**src/rtl/weight_sequencer.sv**
```systemverilog
// Weight sequencer: streams a weight set into a block RAM (LOAD) and replays it
// to the neuron MAC over a valid/ready stream with neuron-boundary tags (RUN).
module weight_sequencer #(
    parameter int WEIGHT_NUM    = 3,
    parameter int NEURON_NUM    = 5,
    parameter int ADDRESS_WIDTH = 10,
    parameter int DATA_WIDTH    = 16
) (
    input  logic                     clk_i,
    input  logic                     rst_ni,
    input  logic                     loadStart_i,
    input  logic                     runStart_i,
    input  logic                     ldValid_i,
    input  logic [DATA_WIDTH-1:0]    ldData_i,
    output logic                     ldReady_o,
    output logic                     wen_o,
    output logic [ADDRESS_WIDTH-1:0] wAdd_o,
    output logic [DATA_WIDTH-1:0]    wIn_o,
    output logic                     ren_o,
    output logic [ADDRESS_WIDTH-1:0] rAdd_o,
    input  logic [DATA_WIDTH-1:0]    wOut_i,
    output logic                     wValid_o,
    output logic [DATA_WIDTH-1:0]    wData_o,
    output logic                     wLast_o,
    output logic [ADDRESS_WIDTH-1:0] wNeuron_o,
    input  logic                     wReady_i,
    output logic                     busy_o,
    output logic                     done_o
);

    localparam int TOTAL = WEIGHT_NUM * NEURON_NUM;
    localparam logic [ADDRESS_WIDTH-1:0] LAST_ADDR   = ADDRESS_WIDTH'(TOTAL - 1);
    localparam logic [ADDRESS_WIDTH:0]   TOTAL_CNT   = (ADDRESS_WIDTH+1)'(TOTAL);
    localparam logic [ADDRESS_WIDTH-1:0] LAST_WORD   = ADDRESS_WIDTH'(WEIGHT_NUM - 1);
    localparam logic [ADDRESS_WIDTH-1:0] LAST_NEURON = ADDRESS_WIDTH'(NEURON_NUM - 1);

    typedef enum logic [1:0] {S_IDLE, S_LOAD, S_RUN} state_e;

    state_e                   state_q, state_d;
    logic [ADDRESS_WIDTH-1:0] ld_addr_q, ld_addr_d;
    logic                     wen_q, wen_d;
    logic [ADDRESS_WIDTH-1:0] wadd_q, wadd_d;
    logic [DATA_WIDTH-1:0]    win_q, win_d;
    logic                     done_q, done_d;
    logic [ADDRESS_WIDTH:0]   rd_cnt_q, rd_cnt_d;
    logic                     inflight_q;
    logic [DATA_WIDTH-1:0]    fifo_q [2];
    logic [DATA_WIDTH-1:0]    fifo_d [2];
    logic [1:0]               count_q, count_d;
    logic [ADDRESS_WIDTH-1:0] word_q, word_d;
    logic [ADDRESS_WIDTH-1:0] neuron_q, neuron_d;

    logic       push, pop, issue, last_beat;
    logic [2:0] pending;

    // A read issued now lands in the FIFO two edges later, so it must count
    // against the space left after this cycle's in-flight word and pop.
    assign push      = inflight_q;
    assign wValid_o  = (count_q != 2'd0);
    assign pop       = wValid_o && wReady_i;
    assign pending   = 3'(count_q) + 3'(inflight_q) - 3'(pop);
    assign issue     = (state_q == S_RUN) && (rd_cnt_q < TOTAL_CNT) && (pending < 3'd2);
    assign last_beat = (word_q == LAST_WORD) && (neuron_q == LAST_NEURON);

    assign ren_o     = issue;
    assign rAdd_o    = issue ? rd_cnt_q[ADDRESS_WIDTH-1:0] : '0;
    assign ldReady_o = (state_q == S_LOAD);
    assign busy_o    = (state_q != S_IDLE);
    assign wen_o     = wen_q;
    assign wAdd_o    = wadd_q;
    assign wIn_o     = win_q;
    assign done_o    = done_q;
    assign wData_o   = wValid_o ? fifo_q[0] : '0;
    assign wLast_o   = wValid_o && (word_q == LAST_WORD);
    assign wNeuron_o = wValid_o ? neuron_q : '0;

    always_comb begin
        // NOTE: every _d gets its default first, so no path can infer a latch.
        fifo_d  = fifo_q;
        count_d = count_q;
        case ({push, pop})
            2'b10: begin
                if (count_q == 2'd0) fifo_d[0] = wOut_i;
                else                 fifo_d[1] = wOut_i;
                count_d = count_q + 2'd1;
            end
            2'b01: begin
                fifo_d[0] = fifo_q[1];
                count_d   = count_q - 2'd1;
            end
            2'b11: begin
                if (count_q == 2'd1) begin
                    fifo_d[0] = wOut_i;
                end else begin
                    fifo_d[0] = fifo_q[1];
                    fifo_d[1] = wOut_i;
                end
            end
            default: ;
        endcase
    end

    always_comb begin
        state_d   = state_q;
        ld_addr_d = ld_addr_q;
        wen_d     = 1'b0;
        wadd_d    = wadd_q;
        win_d     = win_q;
        done_d    = 1'b0;
        rd_cnt_d  = rd_cnt_q;
        word_d    = word_q;
        neuron_d  = neuron_q;
        case (state_q)
            S_IDLE: begin
                if (loadStart_i) begin
                    state_d   = S_LOAD;
                    ld_addr_d = '0;
                end else if (runStart_i) begin
                    state_d  = S_RUN;
                    rd_cnt_d = '0;
                    word_d   = '0;
                    neuron_d = '0;
                end
            end
            S_LOAD: begin
                if (ldValid_i) begin
                    wen_d  = 1'b1;
                    wadd_d = ld_addr_q;
                    win_d  = ldData_i;
                    if (ld_addr_q == LAST_ADDR) begin
                        state_d = S_IDLE;
                        done_d  = 1'b1;
                    end else begin
                        ld_addr_d = ld_addr_q + ADDRESS_WIDTH'(1);
                    end
                end
            end
            S_RUN: begin
                if (issue) rd_cnt_d = rd_cnt_q + (ADDRESS_WIDTH+1)'(1);
                // Tags follow accepted beats, independent of read-side progress.
                if (pop) begin
                    if (last_beat) begin
                        state_d  = S_IDLE;
                        done_d   = 1'b1;
                        word_d   = '0;
                        neuron_d = '0;
                    end else if (word_q == LAST_WORD) begin
                        word_d   = '0;
                        neuron_d = neuron_q + ADDRESS_WIDTH'(1);
                    end else begin
                        word_d   = word_q + ADDRESS_WIDTH'(1);
                    end
                end
            end
            default: state_d = S_IDLE;
        endcase
    end

    // NOTE: non-blocking assignments so every register samples pre-edge values.
    always_ff @(posedge clk_i or negedge rst_ni) begin
        if (!rst_ni) begin
            state_q    <= S_IDLE;
            ld_addr_q  <= '0;
            wen_q      <= 1'b0;
            wadd_q     <= '0;
            win_q      <= '0;
            done_q     <= 1'b0;
            rd_cnt_q   <= '0;
            inflight_q <= 1'b0;
            fifo_q[0]  <= '0;
            fifo_q[1]  <= '0;
            count_q    <= '0;
            word_q     <= '0;
            neuron_q   <= '0;
        end else begin
            state_q    <= state_d;
            ld_addr_q  <= ld_addr_d;
            wen_q      <= wen_d;
            wadd_q     <= wadd_d;
            win_q      <= win_d;
            done_q     <= done_d;
            rd_cnt_q   <= rd_cnt_d;
            inflight_q <= issue;
            fifo_q     <= fifo_d;
            count_q    <= count_d;
            word_q     <= word_d;
            neuron_q   <= neuron_d;
        end
    end

`ifndef SYNTHESIS
    always @(posedge clk_i) begin
        if (rst_ni) assert (!(push && !pop && (count_q == 2'd2)));
    end
`endif

endmodule
```
**config.mk**
```make
export PLATFORM = sky130hd
export DESIGN_NAME = weight_sequencer
export DESIGN_NICKNAME = d
export VERILOG_FILES = /design/src/rtl/weight_sequencer.sv
export SDC_FILE = /design/constraint.sdc
export NUM_CORES = 1
export LEC_CHECK = 0
export CORE_MARGIN = 2
export CORE_UTILIZATION = 40
export CTS_CLUSTER_DIAMETER = 80
export DETAILED_ROUTE_END_ITERATION = 7
export SYNTH_ARGS = -nofsm -noshare
export SYNTH_HDL_FRONTEND = slang
export SYNTH_SLANG_ARGS = --single-unit
export TNS_END_PERCENT = 1
```
**constraint.sdc**
```tcl
create_clock -name clk_i -period 6.3 [get_ports clk_i]
set_input_delay 1.26 -clock clk_i [delete_from_list [all_inputs] [get_ports clk_i]]
set_output_delay 1.26 -clock clk_i [all_outputs]
set_load 0.02 [all_outputs]
```
==> summary.txt, run 1 <==
Implementation results

The count of input and output buffers is 100. The highest-power group is combinational logic. The net count of the finished layout is 633. The final count of negative-setup-slack endpoints is 0. The buffer and inverter count on the worst path is 3.

In this design, the stage delay of the slowest critical-path cell is 610 ps. Detailed routing inserted a total of 3,838 vias. The largest delay contributor family on the critical path is buffers and inverters.

Summed over all nets, wire length on met2 after detailed routing comes to 5230 um. A synthesized cell averages around 11 sq um. After detailed routing, the total wire length is 11,000 um. The fraction of registers with async set or reset after synthesis is 100%.

Across every metal layer, demand over resource in global routing totals 16.6%. The final total negative setup slack is 0 ps. Buffers inserted during clock tree synthesis total 9. Sequential cells make up between 30 and 40% of the cell area.

The critical path in the final layout is reported with a setup slack of between 1000 and 1500 ps. The number of placed instances, taps included, is between 700 and 800. The post-CTS repair timing setup buffer count is 0. Of the total power, the share spent switching nets is 37.0%. In this run the number of H-tree levels came out at 3. The count of final hold-check violations is 0. The met1 track utilization from global routing is 21.9%. The critical path in this run is classified as input port to output port.

In the global route stage, met2 resource usage came out at a little over a quarter. Summing all non-filler instances in the final layout gives an area of around 0.0066 sq mm. The flow inserted 172 tap cells. In the final design, more cell area goes to flip-flops and latches than to any other class. The critical path crosses 11 cells after its start point. The layout summary lists the proportion of cells stronger than drive strength 1 as 13.3%.

The critical path startpoint is wReady_i. The post-detailed-route count of antenna-violating nets is 0. The post-route report lists met1 wire length as 5070 um. The maximum clock rate is 189 MHz.

The die is 118 um tall. Multiplexer cells account for 10.4% of the synthesized area. For reference, the critical path is captured by rAdd_o[0]. The script extracted a net switching power of 1.01 mW. Sequential cells burn 36.4% of the power. For reference, XOR and XNOR gates occupy 3.03% of the area reported after synthesis. Among logic cells in the layout, the one with the most instances is sky130_fd_sc_hd__dfrtp_1.

The non-filler instance count after layout is about 760. The worst register-to-register path has a depth of 15. Synthesis produced roughly 480 cells. For this design the ratio of total power to cell area is 412 mW/mm^2. The layer carrying the most global-route usage is met2. Data on the critical path arrives at its endpoint at 4030 ps. Post-route period utilization is reported as 83.9%. The post-synth register bit count is ~110. For the worst-skew pair, the clock arrives at the later sink with an insertion delay of between 300 and 400 ps. The number of inserted filler cells in the final layout is about 1,200.

Non-clock buffers make up 15.7% of the layout cell area. The number of buffers between clock root and the deepest sink is 2. The fraction of the core area occupied by cells at floorplan is a little over 40%. The met3 demand-to-capacity share in global routing is 3.54%.

The post-layout total power is 2.74 mW. Warnings reported by Yosys during synthesis add up to 0. The power dissipated in combinational cells is 1.20 mW. The number of warnings in the stage logs is 33. The I/O pin count is 107. The power drawn by the sequential cells is ~1000 uW. The area overhead of the layout relative to synthesis is 27.6%. The endpoint class of the critical path is an output port. Per the synthesis report, the single largest cell type by area occupies 50.9% of cell area. The tally of max-capacitance violations is 0. The number of cells reported by Yosys stat comes to 482.

TritonCTS built the clock tree. The flop count is 106. Ranked by flip-flop count, first place goes to fifo_q. After floorplanning, the core was divided into 41 placement rows. The standard cell with the maximum stage delay on the critical path is sky130_fd_sc_hd__clkdlybuf4s50_1. The most used flip-flop cell after synthesis is sky130_fd_sc_hd__dfrtp_1.

The largest net degree at the start of global routing is 68. The synthesized netlist devotes 3.75% of its cell area to adder and majority cells. The path class of the tightest hold or removal check is flop to flop.

The routed wirelength normalized by instance count is 14.5 um. The count of clock-net buffers in the final layout is 13. The uppermost layer routed is met4. The part of the total power dissipated in combinational logic is a little over two fifths. Setup repair after global routing left no endpoint under its margin. The cell area that synthesis handed to floorplanning was 0.00521 sq mm. The register with the most flip-flops in the layout has 32 of them. For reference, compound AND-OR and OR-AND cells occupy 9.13% of the area reported after synthesis. The power report lists the clock group at 542 uW.

The worst hold path cell count is 2. The first-pass iteration count of the detailed router is 4. The run finished with clean final reports. The routed design shows a via density per instance of 5.07. The number of antenna diodes in the final layout is 0. Ranked by instance count, the synthesized netlist is headed by sky130_fd_sc_hd__dfrtp_1 (106), sky130_fd_sc_hd__mux2_2 (41), sky130_fd_sc_hd__nand2_1 (38). The number of slew-limit violations in the final report is 0. Ranking logic cells in the layout by count gives the top entries sky130_fd_sc_hd__dfrtp_1 (106), sky130_fd_sc_hd__clkdlybuf4s50_1 (99), sky130_fd_sc_hd__mux2_2 (41). Per the synthesis report, the dominant area consumer among library cells is sky130_fd_sc_hd__dfrtp_1. The core region is 0.0127 sq mm. The biggest combinational cell group after synthesis is simple AND/OR/NAND/NOR gates. The number of global-route vias before repair is 3,775. The hold path startpoint is fifo_q[31]. The share of synthesized area occupied by flip-flops and latches is 50.9%. The share of the core filled with cells in the final layout is 52.5%. Leaving out the clock tree, the finished layout contains a buffer count of 106. The count of cell types in the netlist is 60. On the final layout, the worst hold slack is approximately 470 ps. The multi-input combinational area share is 36.0%. Ranked by total cell area, the synthesized netlist is headed by sky130_fd_sc_hd__dfrtp_1 (51%), sky130_fd_sc_hd__mux2_2 (8.9%), sky130_fd_sc_hd__nor2b_1 (4.0%), sky130_fd_sc_hd__ha_1 (3.4%), sky130_fd_sc_hd__xnor2_1 (2.9%).

The first global-routing pass estimated ~19,000 um of wire. In the detailed route, the total length drawn on met3 is 492 um. The number of buffers inserted for hold repair after clock tree synthesis is 0.

The number of clock sinks is around 110.
Figure 1. Clock wires, drivers and flops (run 1).
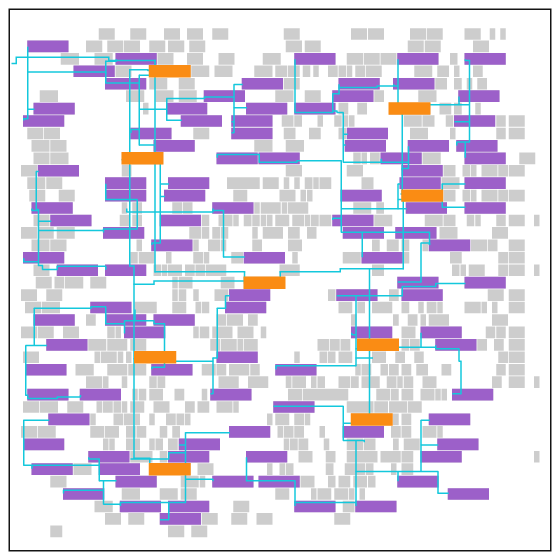
legend:
  purple:
    item: flip-flops
    count: 106
  cyan:
    item: clock wires
    length: 1,370 um
  orange:
    item: clock drivers
    count: 9
flops lie: all over the die

Figure 2. Cell sizes after repair (run 1).
The bar under the picture is 20 um long.
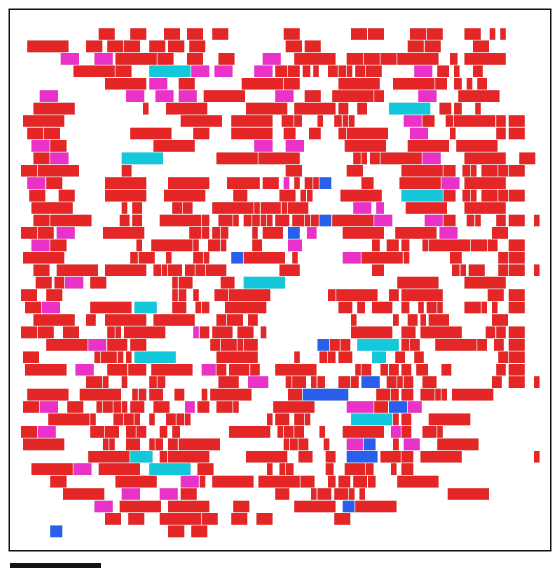
legend:
  blue:
    size: _3 and _4 cells
    cells: 12
    share: 2.1%
  magenta:
    size: _2 cells
    cells: 54
    share: 9.2%
  cyan:
    size: _6 and larger
    cells: 12
    share: 2.1%
  red:
    size: _0 and _1 cells
    cells: 507
    share: 87%

Figure 3. Where the registers sit (run 1).
The bar under the picture is 20 um long.
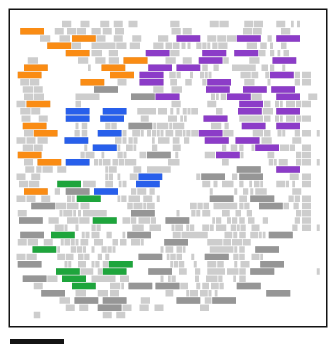
legend:
  orange:
    netlist_name: wIn_o
    flops: 16
    where: north-west
  purple:
    netlist_name: fifo_q
    flops: 32
  green:
    netlist_name: ld_addr_q
    flops: 10
    where: south-west
  blue:
    netlist_name: rd_cnt_q
    flops: 11

Figure 4. Cell classes on the final placement (run 1).
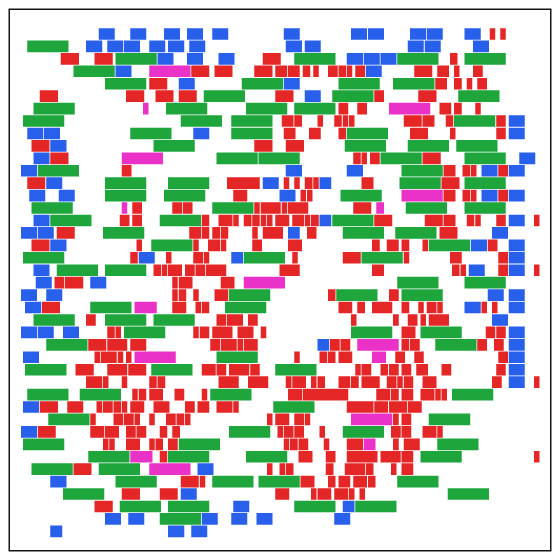

--- run 2 (diff from run 1) ---
- PLACE_DENSITY: default -> 0.67
- clock period: 6.3 -> 4.52 ns (I/O delays scaled with it)
Figure 5. Cell classes on the final placement (run 2).
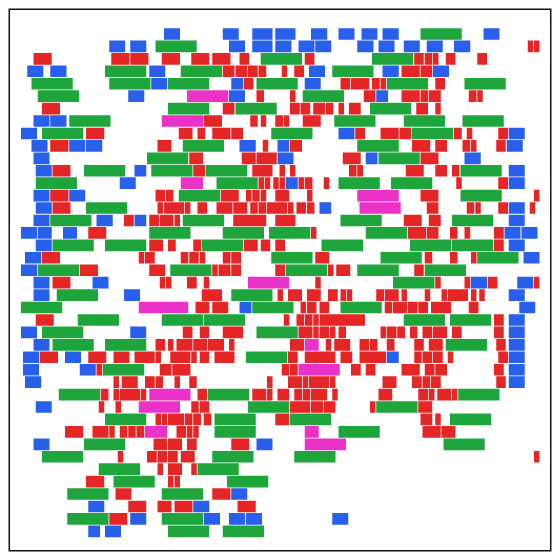
legend:
  green:
    class: flops
    cells: 106
    share_of_their_area: 41%
  magenta:
    class: clock drivers and dummy loads
    cells: 14
    share_of_their_area: 4.6%
  blue:
    class: other buffers and delay cells
    cells: 110
    share_of_their_area: 17%
  red:
    class: combinational and other logic
    cells: 357
    share_of_their_area: 38%

Figure 6. Clock wires, drivers and flops (run 2).
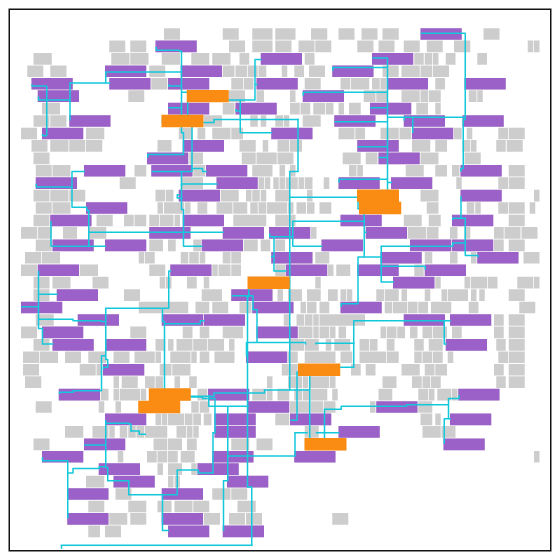
legend:
  orange:
    item: clock drivers
    count: 9
  purple:
    item: flip-flops
    count: 106
  cyan:
    item: clock wires
    length: 1,330 um
routed clock nets: 10
flops lie: all over the die

Figure 7. Cell sizes after repair (run 2).
The bar under the picture is 20 um long.
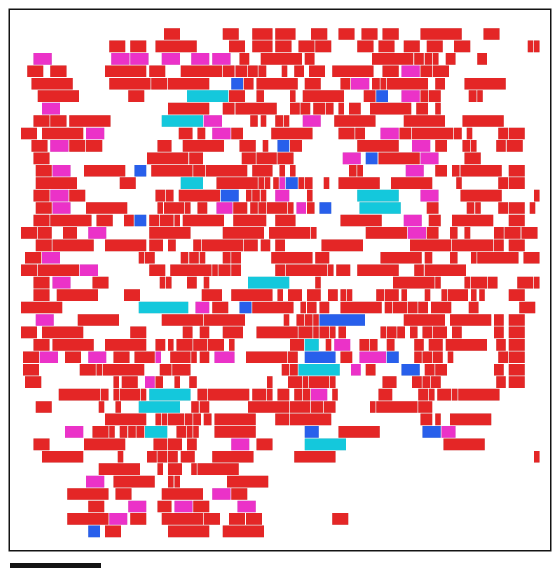
legend:
  magenta:
    size: _2 cells
    cells: 54
    share: 9.2%
  cyan:
    size: _6 and larger
    cells: 13
    share: 2.2%
  red:
    size: _0 and _1 cells
    cells: 503
    share: 86%
  blue:
    size: _3 and _4 cells
    cells: 17
    share: 2.9%

==> run 2 against run 1 <==
Critical path depth down 1. Global-route usage up 0.50 points. Cell area up 1.0%. Largest power group unchanged. Combinational power up 44%. Sequential cell count unchanged. Sequential share of layout area down 0.39 points. Sequential power up about 40%.
==> summary.txt, run 2 <==
Implementation results

The flow ran to the end, and the final reports show no timing, DRC or antenna violations. The first-pass iteration count of the detailed router is 4 (unchanged). The number of warnings in the stage logs came to 33 (unchanged). The count of H-tree levels built during CTS is 3 (unchanged).

The post-synthesis area per instance is 10.8 sq um (unchanged). The total power divided by cell area came to 584 mW/mm^2 (+42%). The biggest slice of the total power is consumed by combinational logic. The final count of negative-setup-slack endpoints is 0 (unchanged). The count of final hold-check violations came to 0 (unchanged). The buffer and inverter count on the worst path is 4 (+1). The most critical setup path has its endpoint at ren_o.

The number of buffers inserted for hold repair after clock tree synthesis is 0 (unchanged). Per the timing report, the biggest fanout along the worst path comes to 8. The layout cell share with drive strength beyond 1 is 14.3% (+0.98 points). The portion of netlist area occupied by mux cells is 10.4% (unchanged). The count of non-CTS buffers in the layout is 110 (+3.8%). The switching power is 1.45 mW (+43%). The I/O pin count was 107 (unchanged).

The hold path startpoint is fifo_q[23]. The wire length on met1 is 5350 um (+5.5%). The data arrival time of the critical path is 3340 ps (-690 ps). The share of Yosys cell area claimed by the top area cell type is 50.9% (unchanged). The routed length on met3 is 616 um (+25%). The standard cell with the maximum stage delay on the critical path is sky130_fd_sc_hd__clkdlybuf4s50_1. The type recorded for the worst min-delay path is flop to flop. The overall routed net length was 11,500 um (+4.6%).

The number of slew-limit violations in the final report came to 0 (unchanged). The multi-input combinational area share is 35.8% (-0.17 points). The power dissipated in combinational cells is 1.73 mW (+44%). The number of well taps was 172 (unchanged). The number of core rows was 41 (unchanged). The detailed-routed wire length on met2 was 5390 um (+2.9%).

The vias after detailed routing came to 3,874 (+0.94%). The main area contributors are sky130_fd_sc_hd__dfrtp_1 (51%), sky130_fd_sc_hd__mux2_2 (8.9%), sky130_fd_sc_hd__nor2b_1 (4.0%), sky130_fd_sc_hd__ha_1 (3.4%), sky130_fd_sc_hd__xnor2_1 (2.9%). The clock tree from TritonCTS is built. The share of synthesized cell area in and-or and or-and compound cells is 9.13% (unchanged). The count of cell types in the netlist is 60 (unchanged). The die extent in y is 118 um (unchanged).

The count of input and output buffers came to 100 (unchanged). In the power breakdown, the internal column shows approximately 2.5 mW. The final instance area is 0.00672 sq mm (+1.0%).

The portion of total power attributed to sequential cells is 35.4% (-1.0 points). The number of instances in the synthesized netlist was 482 (unchanged). The count of clock-net buffers in the final layout is 11 (-2). Leaving out fill and tap cells, the most frequent cells in the layout are sky130_fd_sc_hd__dfrtp_1 (106), sky130_fd_sc_hd__clkdlybuf4s50_1 (94), sky130_fd_sc_hd__mux2_2 (41). The area of the placeable core was 0.0127 sq mm (unchanged). The fraction of registers with async set or reset after synthesis is 100% (unchanged). The met1 track utilization from global routing is 23.3% (+1.3 points). The fraction of the core area occupied by cells at floorplan is 41.1% (unchanged). The most used flip-flop cell after synthesis is sky130_fd_sc_hd__dfrtp_1. Per the detail_route report, DRC violations left total 0. The first-pass GRT wire length is 19,500 um (+4.2%). The worst path setup slack after routing is 277 ps (-738 ps). The hold slack is 476 ps (+4.32 ps). The worst hold path cell count is 2 (unchanged).

The number of buffers between clock root and the deepest sink was 2 (unchanged). The combined area of all synthesized cells is 0.00521 sq mm (unchanged). The number of inserted filler cells in the final layout is 1,164 (+0.34%). The start-to-end type of the worst setup path is input port to output port.

The post-CTS repair timing setup buffer count is 0 (unchanged). The final total negative setup slack is 0 ps (unchanged). The non-filler instance count after layout was 759 (+0.26%). The number of cells in Yosys stat is 482 (unchanged).

The part of the total power dissipated in combinational logic is 44.2% (+0.4 points). The most common library cell in the layout ignoring fill and taps is sky130_fd_sc_hd__dfrtp_1. The number of synthesized register bits was 106 (unchanged). The share of cell area taken by flip-flops and latches came to 39.5% (-0.39 points). Among the non-sequential cells, simple AND/OR/NAND/NOR gates take the most area. The area overhead of the layout relative to synthesis is 28.9%. More flip-flops sit in one register than any other, and that register is fifo_q. The routed wirelength normalized by instance count is 15.2 um (+4.3%).

The flip-flop count of the largest register after layout is 32 (unchanged). Setup repair after global routing left no endpoint under its margin. The xor and xnor fraction of the mapped netlist area is 3.03% (unchanged).

The fraction of the cycle the final worst path needs is 93.9%. The largest net degree at the start of global routing came to 84 (+24%). The total instance count after detailed placement is 745 (+0.54%). The adder and majority gate portion of the synthesized area was 3.75% (unchanged).

The overall fraction of global-route tracks in use came to 17.1% (+0.50 points). Looking at the hold checks, the worst path lands on fifo_q[23]. The worst setup path is captured at an output port. In this design, the largest share of critical-path delay is due to buffers and inverters.

The layer flagged by global routing as most heavily used is met2. The net count of the finished layout is 637 (+0.63%). The power drawn by the sequential cells is 1.39 mW (+40%).

The post-detailed-route count of antenna-violating nets came to 0 (unchanged). The critical path startpoint is wReady_i. The fraction of cell area in non-clock buffers is 16.1% (+0.37 points).

In the synthesized netlist, the cells that appear most often are sky130_fd_sc_hd__dfrtp_1 (106), sky130_fd_sc_hd__mux2_2 (41), sky130_fd_sc_hd__nand2_1 (38). The share of synthesized area occupied by flip-flops and latches came to 50.9% (unchanged). The met3 demand-to-capacity share in global routing is 4.17% (+0.63 points). The cell type that accounts for the most area after synthesis is sky130_fd_sc_hd__dfrtp_1.

The vias per cell is 5.10 (+0.67%). The met2 demand-to-capacity share in global routing is 27.1% (+0.65 points). The cell group occupying the most layout area is flip-flops and latches. The number of global-route vias before repair is 3,982 (+5.5%).

The power drawn by the clock network is 802 uW (+48%). The total clock buffers created by CTS is 9 (unchanged). Timing would allow up to about 240 MHz. The biggest cell delay along the critical path is 510 ps (-100 ps). The tally of max-capacitance violations is 0 (unchanged). The number of clock sinks is 106 (unchanged). The count of cells along the worst register-to-register path came to 13 (-2). Signal nets in the final route climb as high as met4.
Figure 8. Where the registers sit (run 2).
The bar under the picture is 20 um long.
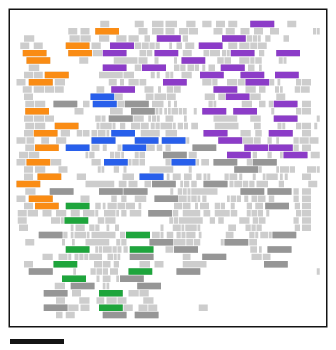

--- run 3 (diff from run 2) ---
- ABC_CLOCK_PERIOD_IN_PS: default -> 4520
- CORE_MARGIN: 2 -> 10
Figure 9. Where the registers sit (run 3).
The bar under the picture is 50 um long.
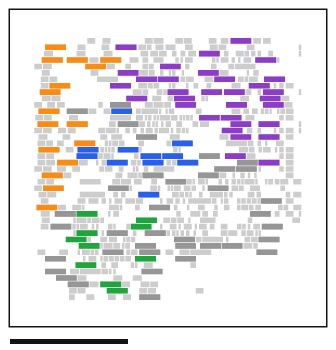
legend:
  blue:
    netlist_name: rd_cnt_q
    flops: 11
    where: center
  purple:
    netlist_name: fifo_q
    flops: 32
  green:
    netlist_name: ld_addr_q
    flops: 10
  orange:
    netlist_name: wIn_o
    flops: 16

Figure 10. Clock wires, drivers and flops (run 3).
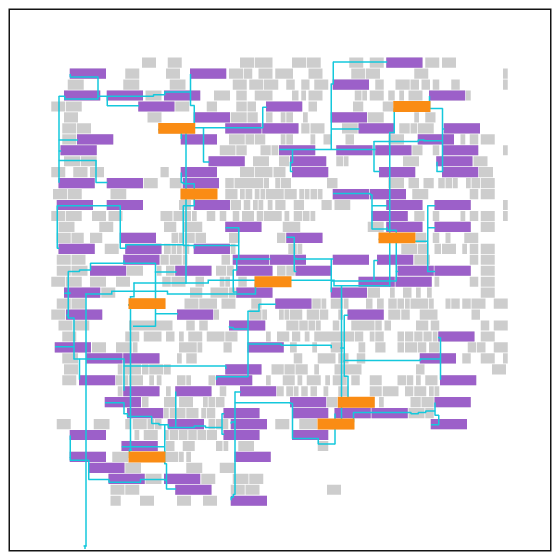
legend:
  purple:
    item: flip-flops
    count: 106
  orange:
    item: clock drivers
    count: 9
  cyan:
    item: clock wires
    length: 1,370 um
routed clock nets: 10

==> run 3 against run 2 <==
Fmax grew 1.0%. Worst setup slack gained 43 ps. Critical path type unchanged. Non-clock buffer count grew 2. Clock power shrank 2%. Sequential cell count is the same. Via count grew 0.57%. Final cell count grew 0.26%. Sequential share of layout area is essentially flat. Combinational power is essentially flat.
==> summary.txt, run 3 <==
Implementation results

The run finished with clean final reports. The overall routed net length was 12,400 um (+7.9%). The largest net degree at the start of global routing is 82 (-2.4%). The non-filler instance count after layout came to 761 (+0.26%). The adder and majority gate portion of the synthesized area came to 3.75% (unchanged). The library cell used most frequently in the layout, excluding fill and tap cells, is sky130_fd_sc_hd__dfrtp_1. The count of non-CTS buffers in the layout was 112 (+1.8%).

The area overhead of the layout relative to synthesis came to 28.8% (about the same). The number of cells in Yosys stat is 482 (unchanged). The data arrival time of the critical path came to 3300 ps (-40 ps).

The die extent in y is 134 um (+14%). The count of clock-net buffers in the final layout came to 10 (-1). The share of synthesized area occupied by flip-flops and latches came to 50.9% (unchanged). The highest-power group is combinational logic.

The met2 demand-to-capacity share in global routing is 21.9% (-5.2 points). The number of warnings in the stage logs was 33 (unchanged). The number of clock sinks is 106 (unchanged). The number of buffers between clock root and the deepest sink is 2 (unchanged). The portion of netlist area occupied by mux cells is 10.4% (unchanged). The portion of total power attributed to sequential cells is 35.6% (+0.2 points). The biggest cell delay along the critical path came to 500 ps (about the same).

The total instance count after detailed placement was 747 (+0.27%). The number of instances in the synthesized netlist is 482 (unchanged). The overall fraction of global-route tracks in use is 14.1% (-3.0 points).

The net count of the finished layout is 639 (+0.31%). The path with the worst hold slack has its endpoint at fifo_q[18]. The worst hold path cell count came to 2 (unchanged). In the synthesized netlist the dominant register cell turns out to be sky130_fd_sc_hd__dfrtp_1. The layer carrying the most global-route usage is met2. The routed length on met3 is 907 um (+47%). The tally of max-capacitance violations is 0 (unchanged). The number of core rows came to 41 (unchanged). The fraction of cell area in non-clock buffers is 16.3% (+0.24 points).

The count of cell types in the netlist is 60 (unchanged). The count of cells along the worst register-to-register path was 14 (+1). The number of buffers inserted for hold repair after clock tree synthesis is 0 (unchanged).

The combined area of all synthesized cells came to 0.00521 sq mm (unchanged). The register bank with the most flops is fifo_q. The share of synthesized cell area in and-or and or-and compound cells is 9.13% (unchanged). The vias per cell is 5.12 (+0.30%). The layout cell share with drive strength beyond 1 was 14.4% (+0.12 points). The start-to-end type of the worst setup path is input port to output port. The multi-input combinational area share was 35.7% (-0.12 points). By instance count after routing, the leading logic cell types are sky130_fd_sc_hd__dfrtp_1 (106), sky130_fd_sc_hd__clkdlybuf4s50_1 (94), sky130_fd_sc_hd__mux2_2 (41).

The final instance area is 0.00671 sq mm (about the same). The share of cell area taken by flip-flops and latches is 39.5% (about the same). The fraction of the cycle the final worst path needs is 92.9% (-0.95 points). Per the detail_route log, the uppermost layer with routed signals is met4. The main area contributors are sky130_fd_sc_hd__dfrtp_1 (51%), sky130_fd_sc_hd__mux2_2 (8.9%), sky130_fd_sc_hd__nor2b_1 (4.0%), sky130_fd_sc_hd__ha_1 (3.4%), sky130_fd_sc_hd__xnor2_1 (2.9%). The number of DRC violations after detailed routing is 0 (unchanged). The cell type that accounts for the most area after synthesis is sky130_fd_sc_hd__dfrtp_1. The count of final hold-check violations was 0 (unchanged). The area of the placeable core is 0.0127 sq mm (unchanged). STA lists the startpoint of the worst hold path as fifo_q[18]. The endpoint class of the critical path is an output port.

The number of global-route vias before repair is 4,081 (+2.5%). The share of Yosys cell area claimed by the top area cell type is 50.9% (unchanged). Setup repair after global routing left no endpoint under its margin. The total power divided by cell area came to 583 mW/mm^2 (-0.28%).

The power drawn by the clock network is 788 uW (-2%). The number of well taps is 172 (unchanged). The part of the total power dissipated in combinational logic is 44.3% (about the same).

In this run the worst hold path is classified as flop to flop. The xor and xnor fraction of the mapped netlist area is 3.03% (unchanged). The capture point of the critical path was reported as ren_o. The final total negative setup slack is 0 ps (unchanged).

Among all stages on the critical path, the largest delay is contributed by sky130_fd_sc_hd__clkdlybuf4s50_1. The met3 demand-to-capacity share in global routing is 4.33% (+0.16 points). The flip-flop count of the largest register after layout is 32 (unchanged). The count of input and output buffers came to 100 (unchanged).
Figure 11. Cell sizes after repair (run 3).
The bar under the picture is 50 um long.
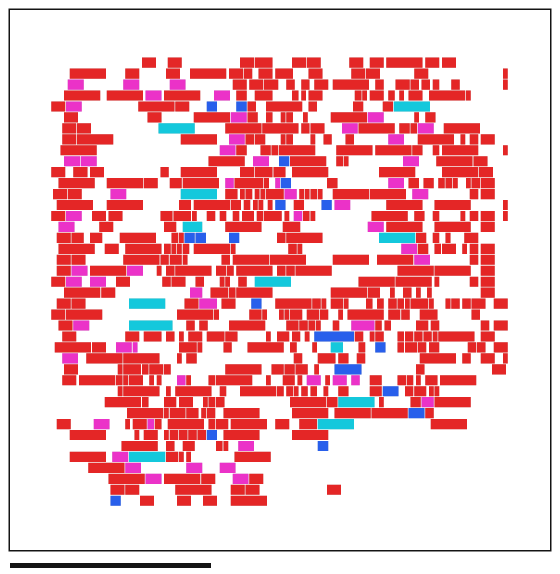
legend:
  cyan:
    size: _6 and larger
    cells: 12
    share: 2.0%
  blue:
    size: _3 and _4 cells
    cells: 18
    share: 3.1%
  magenta:
    size: _2 cells
    cells: 55
    share: 9.3%
  red:
    size: _0 and _1 cells
    cells: 504
    share: 86%


==> layout pictures side by side <==
Clock wiring as the flow saved it.
(a)
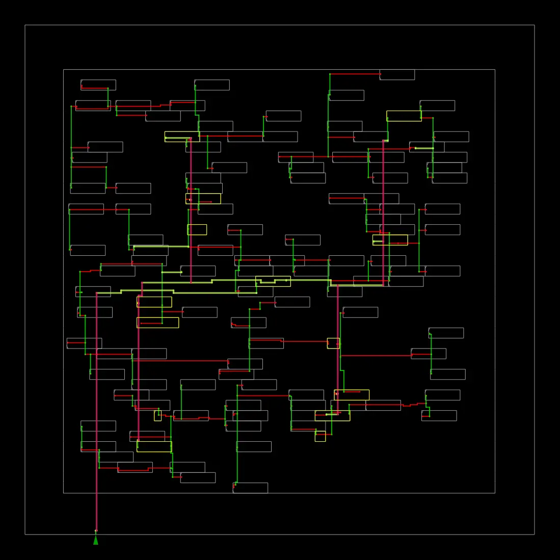
(b)
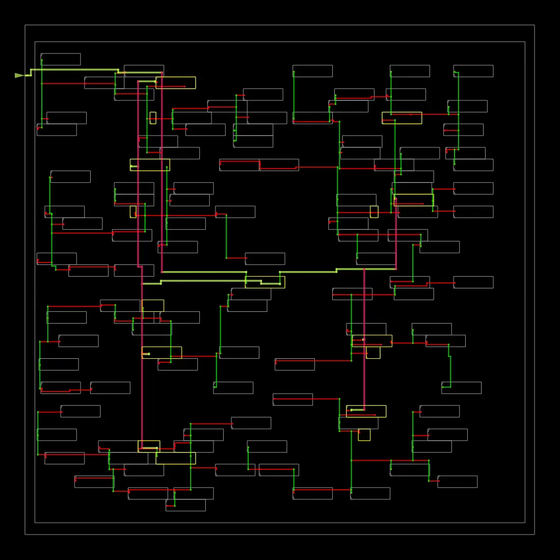
(c)
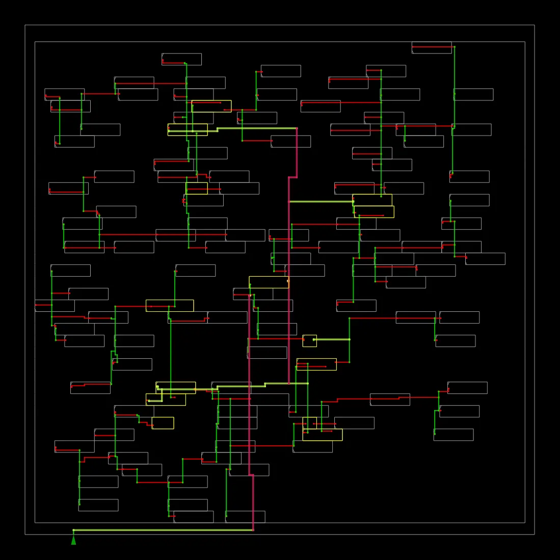
run 2 -> (c)
run 3 -> (a)
run 1 -> (b)

Power and IR drop assume default switching activity.
